## config.mk

```make
export PLATFORM = sky130hd
export DESIGN_NAME = seq_hit_window_counter
export DESIGN_NICKNAME = d
export VERILOG_FILES = /design/src/rtl/seq_hit_pkg.sv /design/src/rtl/sat_counter.sv /design/src/rtl/seq_hit_window_counter.sv
export SDC_FILE = /design/constraint.sdc
export NUM_CORES = 1
export LEC_CHECK = 0
export CORE_ASPECT_RATIO = 0.6
export CORE_UTILIZATION = 50
export CTS_BUF_LIST = sky130_fd_sc_hd__clkbuf_2 sky130_fd_sc_hd__clkbuf_4 sky130_fd_sc_hd__clkbuf_8
export DETAILED_ROUTE_END_ITERATION = 7
export PLACE_DENSITY = 0.75
export SLEW_MARGIN = 20
export SYNTH_ARGS = -nofsm -noshare
export SYNTH_HDL_FRONTEND = slang
export SYNTH_HIERARCHICAL = 1
export SYNTH_SLANG_ARGS = --single-unit
```

## constraint.sdc

```tcl
create_clock -name clk -period 5.45 [get_ports clk]
set_input_delay 1.09 -clock clk [delete_from_list [all_inputs] [get_ports clk]]
set_output_delay 1.09 -clock clk [all_outputs]
set_load 0.1 [all_outputs]
```

## src/rtl/seq_hit_pkg.sv

```systemverilog
// Shared types and defaults for the sequence-hit window counter.
// Holds the alarm-state encoding, default parameters and a constant clog2 helper.
package seq_hit_pkg;

  typedef enum logic [1:0] {
    StIdle   = 2'b00,
    StArming = 2'b01,
    StAlarm  = 2'b10
  } alarm_state_e;

  localparam int unsigned DefWinLen    = 16;
  localparam int unsigned DefCntW      = 5;
  localparam int unsigned DefAlarmTh   = 4;
  localparam int unsigned DefAlarmHold = 2;
  localparam int unsigned DefTotW      = 16;

  function automatic int unsigned clog2(input int unsigned value);
    int unsigned result;
    result = 0;
    while ((64'd1 << result) < 64'(value)) begin
      result = result + 1;
    end
    return result;
  endfunction

endpackage

```

## src/rtl/sat_counter.sv

```systemverilog
// Up-counter that sticks at all-ones instead of wrapping.
// Synchronous clear takes priority over increment.
module sat_counter #(
  parameter int unsigned W = 16
) (
  input  logic         clk,
  input  logic         rst,
  input  logic         clr,
  input  logic         inc,
  output logic [W-1:0] q
);

  logic [W-1:0] q_q, q_d;

  always_comb begin
    q_d = q_q;
    if (clr) begin
      q_d = '0;
    end else if (inc && (q_q != {W{1'b1}})) begin
      q_d = q_q + W'(1);
    end
  end

  always_ff @(posedge clk or posedge rst) begin
    if (rst) begin
      q_q <= '0;
    end else begin
      q_q <= q_d;
    end
  end

  assign q = q_q;

endmodule

```

## src/rtl/seq_hit_window_counter.sv

```systemverilog
// Counts detector hits over fixed windows of enabled samples, publishes each window's count,
// keeps a saturating running total and raises an alarm after a streak of busy windows.
module seq_hit_window_counter
  import seq_hit_pkg::*;
#(
  parameter int unsigned WIN_LEN    = DefWinLen,
  parameter int unsigned CNT_W      = DefCntW,
  parameter int unsigned ALARM_TH   = DefAlarmTh,
  parameter int unsigned ALARM_HOLD = DefAlarmHold,
  parameter int unsigned TOT_W      = DefTotW
) (
  input  logic             clk,
  input  logic             rst,
  input  logic             en,
  input  logic             hit,
  input  logic             clr,
  output logic [CNT_W-1:0] win_count,
  output logic             win_valid,
  output logic             alarm,
  output logic [TOT_W-1:0] total_hits
);

  localparam int unsigned BitW    = clog2(WIN_LEN);
  localparam int unsigned StreakW = clog2(ALARM_HOLD + 1);
  localparam logic [BitW-1:0] LastBit = BitW'(WIN_LEN - 1);

  logic [BitW-1:0]    bit_cnt_q, bit_cnt_d;
  logic [CNT_W-1:0]   acc_q, acc_d;
  logic [CNT_W-1:0]   win_count_q, win_count_d;
  logic               win_valid_q, win_valid_d;
  logic               alarm_q, alarm_d;
  logic [StreakW-1:0] streak_q, streak_d;
  alarm_state_e       state_q, state_d;
  logic [CNT_W-1:0]   acc_sum;
  logic               over;

  always_comb begin
    bit_cnt_d   = bit_cnt_q;
    acc_d       = acc_q;
    win_count_d = win_count_q;
    win_valid_d = 1'b0;
    streak_d    = streak_q;
    state_d     = state_q;
    acc_sum     = acc_q + CNT_W'(hit);
    over        = (acc_sum >= CNT_W'(ALARM_TH));

    if (clr) begin
      bit_cnt_d   = '0;
      acc_d       = '0;
      win_count_d = '0;
      streak_d    = '0;
      state_d     = StIdle;
    end else if (en) begin
      if (bit_cnt_q == LastBit) begin
        win_count_d = acc_sum;
        win_valid_d = 1'b1;
        acc_d       = '0;
        bit_cnt_d   = '0;
        // The alarm FSM only moves when a window closes.
        case (state_q)
          StIdle: begin
            if (over) begin
              streak_d = StreakW'(1);
              state_d  = (ALARM_HOLD == 1) ? StAlarm : StArming;
            end
          end
          StArming: begin
            if (over) begin
              streak_d = streak_q + StreakW'(1);
              if ((int'(streak_q) + 1) >= int'(ALARM_HOLD)) begin
                state_d = StAlarm;
              end
            end else begin
              streak_d = '0;
              state_d  = StIdle;
            end
          end
          StAlarm: begin
            if (!over) begin
              streak_d = '0;
              state_d  = StIdle;
            end
          end
          default: begin
            streak_d = '0;
            state_d  = StIdle;
          end
        endcase
      end else begin
        bit_cnt_d = bit_cnt_q + BitW'(1);
        acc_d     = acc_sum;
      end
    end

    // Registered from next state so alarm moves together with win_valid.
    alarm_d = (state_d == StAlarm);
  end

  always_ff @(posedge clk or posedge rst) begin
    if (rst) begin
      bit_cnt_q   <= '0;
      acc_q       <= '0;
      win_count_q <= '0;
      win_valid_q <= 1'b0;
      alarm_q     <= 1'b0;
      streak_q    <= '0;
      state_q     <= StIdle;
    end else begin
      bit_cnt_q   <= bit_cnt_d;
      acc_q       <= acc_d;
      win_count_q <= win_count_d;
      win_valid_q <= win_valid_d;
      alarm_q     <= alarm_d;
      streak_q    <= streak_d;
      state_q     <= state_d;
    end
  end

  sat_counter #(
    .W(TOT_W)
  ) u_total (
    .clk(clk),
    .rst(rst),
    .clr(clr),
    .inc(en & hit),
    .q  (total_hits)
  );

  assign win_count = win_count_q;
  assign win_valid = win_valid_q;
  assign alarm     = alarm_q;

endmodule

```

==> flow_summary.yaml <==
# flow metrics
outcome:
  status: "complete, no violations"
die:
  placeableCoreArea_sq_um: 3700
  floorplan.die_area_sq_um: 4160
  fp_util_pct: 52.7
  rows: 17
  dieHeight_microns: 50.4
cells_and_area:
  seqCellArea_sq_um: 901
  logic_area_sq_um: 981
  signal_buffer_area_fraction_pct: 11.8
  postLayoutCellArea_sq_um: 2350
  layout.filler_cells: 306
  largest_reg_flops: 16
  n_antenna_cell: 0
  nNonClkInverters: 8
  layout.nets: 248
  logic_gate_count: 159
  final_core_util_pct: 63.4
  final.signal_buffer_count: 28
  fraction_of_area_in_multi_input_gates_pct: 41.8
  post_route_insts_no_fill: 286
detailed_routing:
  met2RoutedLength_mm: 1.56
  drcViolationCount: 0
  ant_nets: 0
  routed_wire_length_per_instance_microns: 14.6
  top_layer_used: "met4"
yosys:
  synthArstFlopShare_pct: 100
  synth_seq_share_pct: 46.2
  synth.yosys.chip_area_sq_um: 1950
  compound_area_share_pct: 16.0
  leading_area_contributor_after_synthesis: "sky130_fd_sc_hd__dfrtp_1"
  post_synth_num_cell_types: 43
  muxShareOfSynthArea_pct: 2.95
  synth-adder-area-share_pct: 3.21
  yosys.area.top_type_share_pct: 46.2
  synth_flop_count: 36
setup_path:
  critPathRequiredTime_ns: 5.66
  startpoint_type: "input pin"
  timing.critical_path.to_type: "flip-flop"
  worstRegToRegCells: 5
  crit_arrival_ns: 3.32
  path_class: "in2reg"
  timing.critical_path.cells: "clkdlybuf4s50_1 -> and2_1 -> nand3_1 -> or4_4 -> or4_1 -> a21oi_1"
  cp_slowest_cell: "sky130_fd_sc_hd__clkdlybuf4s50_1"
clock_network:
  htree_num_levels: 2
  cts_root_buf: "sky130_fd_sc_hd__clkbuf_8"
  cts_tree: "built"
  post_cts_hold_fix_bufs: 0
power_and_ir_drop:
  power_drawn_by_the_sequential_cells_uw: 275
  power_frac_comb_pct: 7.4
  clockNetworkPower_uw: 206
  total_internal_power_uw: 397
  p_per_area_nw_per_um2: 221
  switching_share_pct: 23.6
  switching_power_uw: 123
placed_design:
  globalplace.congestion: 0.817
  place.detailed.instances: 278
global_route:
  grt_util_met2_pct: 26.3
  vias_in_the_first_global_route: 1356
  overflow: 0
timing:
  post-route-worst-setup-slack_ns: 2.34
  grt_setup_unrepaired: "false"
  timing.final.setup_violations: 0
  worst-slew-pin-transition_ns: 1.00
  slew_headroom_pct: 33.1
flow_run:
  stage_log_warnings: 26
hold_path:
  hold_class: "reg2reg"
Routed metal, one colour a layer:
Bar = 20 microns.
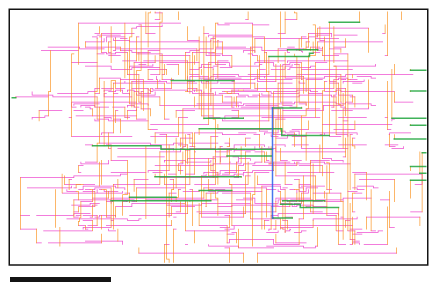
| layer | colour | wire length |
|---|---|---|
| M1 | magenta | 2380 microns |
| M2 | orange | 1560 microns |
| M4 | blue | 21.8 microns |
| M3 | green | 227 microns |

Sequential cells coloured by netlist name:
Bar = 20 microns.
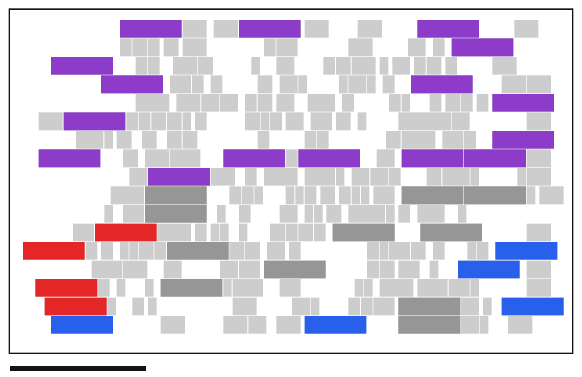
| netlist name | colour | placed flops |
|---|---|---|
| bit_cnt_q | red | 4 |
| u_total/q | purple | 16 |
| win_count | blue | 5 |
not coloured: 11

Cells coloured by class:
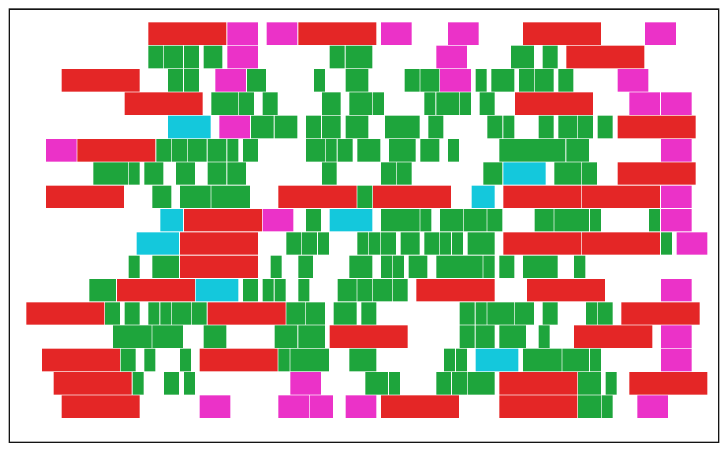
| class | colour | cells |
|---|---|---|
| clock drivers and dummy loads | cyan | 8 |
| remaining logic cells | green | 167 |
| registers | red | 36 |
| remaining buffers and delay cells | magenta | 28 |

Routing congestion map:
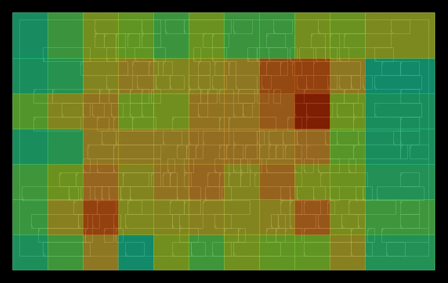
global-route usage over all layers: 22.9%
met1 Use GR: 38.9%
met3 global-route usage: 6.00%
grt peak-use layer: met1

